PDN straps and rails:
(1 px per micron) Pins as bars on the die edge.
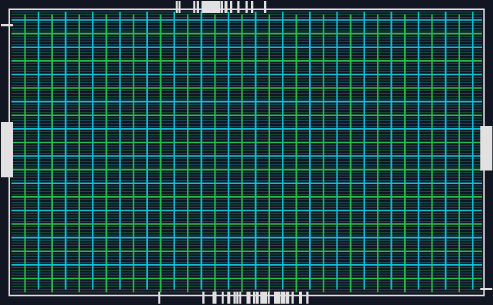
Cell classes on the final placement:
(1 px per micron) Fill, decap, tap and diode cells in gray.
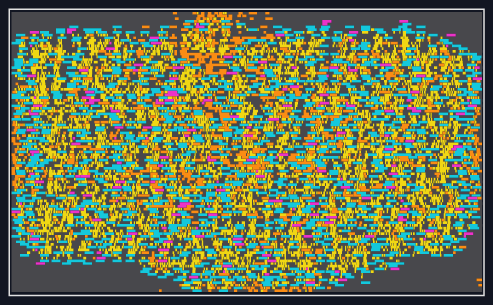
Routed clock nets over the placement:
(1.5 px per micron)
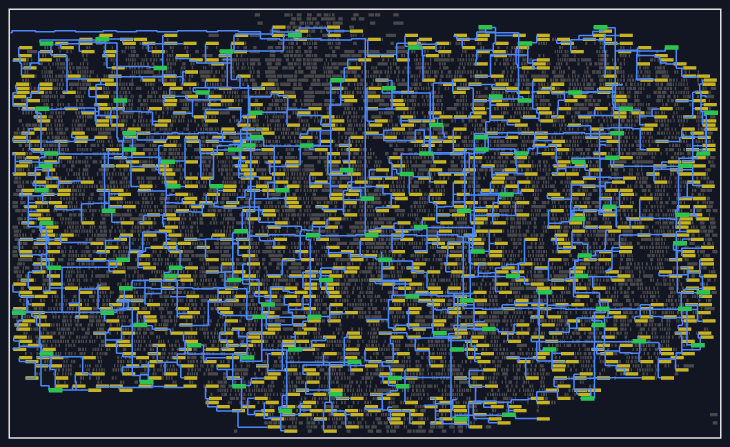
--- src/rtl/regdst_writeback.sv ---
// One-entry buffered register-file writeback with destination decode and a commit counter.
// Optional read bypass of the buffered entry is enabled by defining REGDST_WB_BYPASS_EN.
module regdst_writeback #(
  parameter logic [31:0] SP_RESET = 32'd227
) (
  input  logic        clk,
  input  logic        reset,
  input  logic        wb_valid,
  output logic        wb_ready,
  input  logic        wb_hold,
  input  logic [1:0]  wb_sel,
  input  logic [4:0]  wb_rt,
  input  logic [4:0]  wb_rd,
  input  logic [31:0] wb_data,
  input  logic [4:0]  rd_addr_a,
  input  logic [4:0]  rd_addr_b,
  output logic [31:0] rd_data_a,
  output logic [31:0] rd_data_b,
  output logic [15:0] commit_cnt
);

  typedef enum logic {IDLE, PEND} state_t;

  state_t      state;
  logic        buf_valid;
  logic [4:0]  buf_idx;
  logic [31:0] buf_data;
  logic [31:0] bank [32];

  logic [4:0]  dest_idx;
  logic        accept;
  logic        commit;

  // NOTE: every variable assigned in always_comb gets a default first so no latch is inferred.
  always_comb begin
    dest_idx = wb_rt;
    case (wb_sel)
      2'd0: dest_idx = wb_rt;
      2'd1: dest_idx = wb_rd;
      2'd2: dest_idx = 5'd31;
      2'd3: dest_idx = 5'd29;
      default: dest_idx = wb_rt;
    endcase
  end

  // A full buffer drains on any unheld cycle, which is also what frees room for a new request.
  assign wb_ready = (state == IDLE) || !wb_hold;
  assign accept   = wb_valid && wb_ready;
  assign commit   = buf_valid && !wb_hold;

  // NOTE: the bank is reset explicitly because register 29 has a defined non-zero reset value
  // and every other entry must read 0 right after reset.
  always_ff @(posedge clk or negedge reset) begin
    if (!reset) begin
      state      <= IDLE;
      buf_valid  <= 1'b0;
      buf_idx    <= '0;
      buf_data   <= '0;
      commit_cnt <= '0;
      for (int i = 0; i < 32; i++) begin
        bank[i] <= (i == 29) ? SP_RESET : '0;
      end
    end else begin
      // NOTE: non-blocking assignments let the old entry commit while the new one loads on the same edge.
      if (commit && (buf_idx != 5'd0)) begin
        bank[buf_idx] <= buf_data;
        commit_cnt    <= commit_cnt + 16'd1;
      end
      if (accept) begin
        state     <= PEND;
        buf_valid <= 1'b1;
        buf_idx   <= dest_idx;
        buf_data  <= wb_data;
      end else if (commit) begin
        state     <= IDLE;
        buf_valid <= 1'b0;
      end
    end
  end

  always_comb begin
    rd_data_a = (rd_addr_a == 5'd0) ? 32'd0 : bank[rd_addr_a];
    rd_data_b = (rd_addr_b == 5'd0) ? 32'd0 : bank[rd_addr_b];
`ifdef REGDST_WB_BYPASS_EN
    if (buf_valid && (rd_addr_a != 5'd0) && (rd_addr_a == buf_idx)) rd_data_a = buf_data;
    if (buf_valid && (rd_addr_b != 5'd0) && (rd_addr_b == buf_idx)) rd_data_b = buf_data;
`else
    // Without bypass the buffered value only becomes visible once it lands in the bank.
`endif
  end

endmodule

--- config.mk ---
export PLATFORM = sky130hd
export DESIGN_NAME = regdst_writeback
export DESIGN_NICKNAME = d
export VERILOG_FILES = /design/src/rtl/regdst_writeback.sv
export SDC_FILE = /design/constraint.sdc
export NUM_CORES = 2
export LEC_CHECK = 0
export ABC_AREA = 1
export CORE_ASPECT_RATIO = 0.6
export CORE_UTILIZATION = 44
export DETAILED_ROUTE_END_ITERATION = 8
export PLACE_DENSITY = 0.61
export SLEW_MARGIN = 20
export SYNTH_ARGS = -nofsm -noshare
export SYNTH_HDL_FRONTEND = slang
export SYNTH_SLANG_ARGS = --single-unit
--- constraint.sdc ---
create_clock -name clk -period 2.2 [get_ports clk]
set_input_delay 0.44 -clock clk [delete_from_list [all_inputs] [get_ports clk]]
set_output_delay 0.44 -clock clk [all_outputs]
set_load 0.02 [all_outputs]
==> run_results.csv <==
group,metric,value,unit
run_status,status,"finished, violations left",
run_status,violations,"setup timing",
final_layout,comb_area,30590,sq um
logic_synthesis,netlist_area,58640,sq um
sta,fin_skew,0.02337,ns
grt,grt_pass1_wl,376200,microns
sta,fin_crit_sh,121.5,%
sta,rsz0062_at_grt,"yes",
sta,fin_hold_ws,0.2056,ns
final_layout,reg_top3,"bank (1024), buf_data (32), commit_cnt (16)",
logic_synthesis,yosys-stat-area,58640,sq um
logic_synthesis,yosysTopAreaCell,"dfrtp_1",
power,sw_frac_of_total,35.17,%
logic_synthesis,synthTopCellsByCount,"nand2_1, o21ai_0, dfrtp_1, nand3_1, nor2_1",
sta,timing.final.ws_setup,-0.4739,ns
logic_synthesis,yosysWarnings,0,
logic_synthesis,ys_seq_share,46.01,%
sta,min_period,2.674,ns
final_layout,drive_gt1_share,19.52,%
logic_synthesis,synthMuxAreaShare,0,%
clock_network,clock_sinks,1078,
floorplanning,chip_area,134800,sq um
sta,setup_violations,64,
detailed_routing,drt_wl_total,254300,microns
logic_synthesis,ys_cells,8545,
logic_synthesis,fa_ha_area_share,0.02134,%
logic_synthesis,synthCells,8545,
sta,slew_headroom,59.52,%
logic_synthesis,xor_share,0.1494,%
clock_network,ctsHoldBuffers,1,
logic_synthesis,synth.most_common_cell,"nand2_1",
setup_path,critPathCapture,"rd_data_a[29]",
logic_synthesis,ys_seq_elements,1078,
setup_path,crit_path_top_delay_cell,"buf_12",
clock_network,h-tree-depth,3,
setup_path,critPathCaptureType,"output pin",
power,p_comb_share,28.0,%
logic_synthesis,top_area_share,45.79,%
final_layout,area_growth,30.65,%
Notes on 'PDN straps and rails' above:
legend:
  VSS:
    color: green
  VDD:
    color: cyan
rows: 103
met5 straps: 20
signal pins: 139
met4 straps: 34
die height: 284.8 microns
Die W: 473.3 microns
Max VDD drop: 762.6 uV

Notes on 'cell classes on the final placement' above:
legend:
  remaining logic cells:
    color: yellow
    cells: 6,714
    share_of_their_area: 42%
  remaining buffers and delay cells:
    color: orange
    cells: 1,063
    share_of_their_area: 17%
  registers:
    color: cyan
    cells: 1,078
    share_of_their_area: 36%
  clock drivers and dummy loads:
    color: magenta
    cells: 187
    share_of_their_area: 4.8%
row cnt: 103
core box area: 131,800 sq um

Notes on 'routed clock nets over the placement' above:
legend:
  flip-flops:
    color: yellow
    count: 1,078
  clock-net drivers:
    color: green
    count: 105
  clock wires:
    color: blue
    length: 15,100 microns
routed clock nets: 106
flops lie: all over the die
clk ins delay skew pair: 0.74 ns
Power Clock: 0.0194 W
clock power share: 28.4%

==> area by class of cell <==
type | count | area share [%]
clock buffer | 156 | 4.156
antenna | 2 | 0.006533
tap | 1785 | 2.915
multi-input combinational | 6537 | 39.93
inverter | 175 | 0.9766
sequential | 1078 | 35.22
timing repair inverter | 2 | 0.03593
timing repair buffer | 1063 | 16.26
clock inverter | 31 | 0.4965
==> per-stage QoR <==
step | power [W] | cells | instance area [sq um]
6_report | 0.06831 | 10830 | 76610
5_1_grt | 0.07207 | 10830 | 76610
4_1_cts | 0.06681 | 10740 | 74230
3_5_place_dp | 0.04656 | 10470 | 68270
3_3_place_gp | 0.04596 | 10470 | 68270
2_1_floorplan | 0.03928 | 8545 | 59090
==> placed cells by master (no fill, tap or decap), drive strengths merged, types with 6 or more instances in the layout <==
master,n
clkinvlp,7
nand3,981
xor2,6
nand2,3075
inv,173
dlygate4sd2,15
buf,981
o21ai,1474
nand4,8
dfrtp,1073
a21oi,132
clkinv,20
bufinv,8
nor2,813
clkbuf,166
clkdlybuf4s50,47
nor3,10
bufbuf,8
o211ai,27
==> power by group through the flow <==
stage | Sequential [W] | Clock (W) | Combinational (W)
6_report | 0.0298 | 0.0194 | 0.0191
3_5_place_dp | 0.0298 | 0 | 0.0168
3_3_place_gp | 0.0297 | 0 | 0.0163
5_1_grt | 0.0304 | 0.0203 | 0.0214
4_1_cts | 0.0295 | 0.0195 | 0.0178
2_1_floorplan | 0.0286 | 0 | 0.0107
==> metal layers <==
layer	vias to the layer above	routed length, microns	share of wire (%)	global-route usage [%]
li1	28580	-	-	-
met1	30180	104900	41	53.83
met2	4242	105300	41	52.20
met3	674	33400	13	8.595
met4	0	10680	4.2	13.82
met5	-	0	0	0
Power figures rest on the tool's default switching activity, not on a simulated workload.
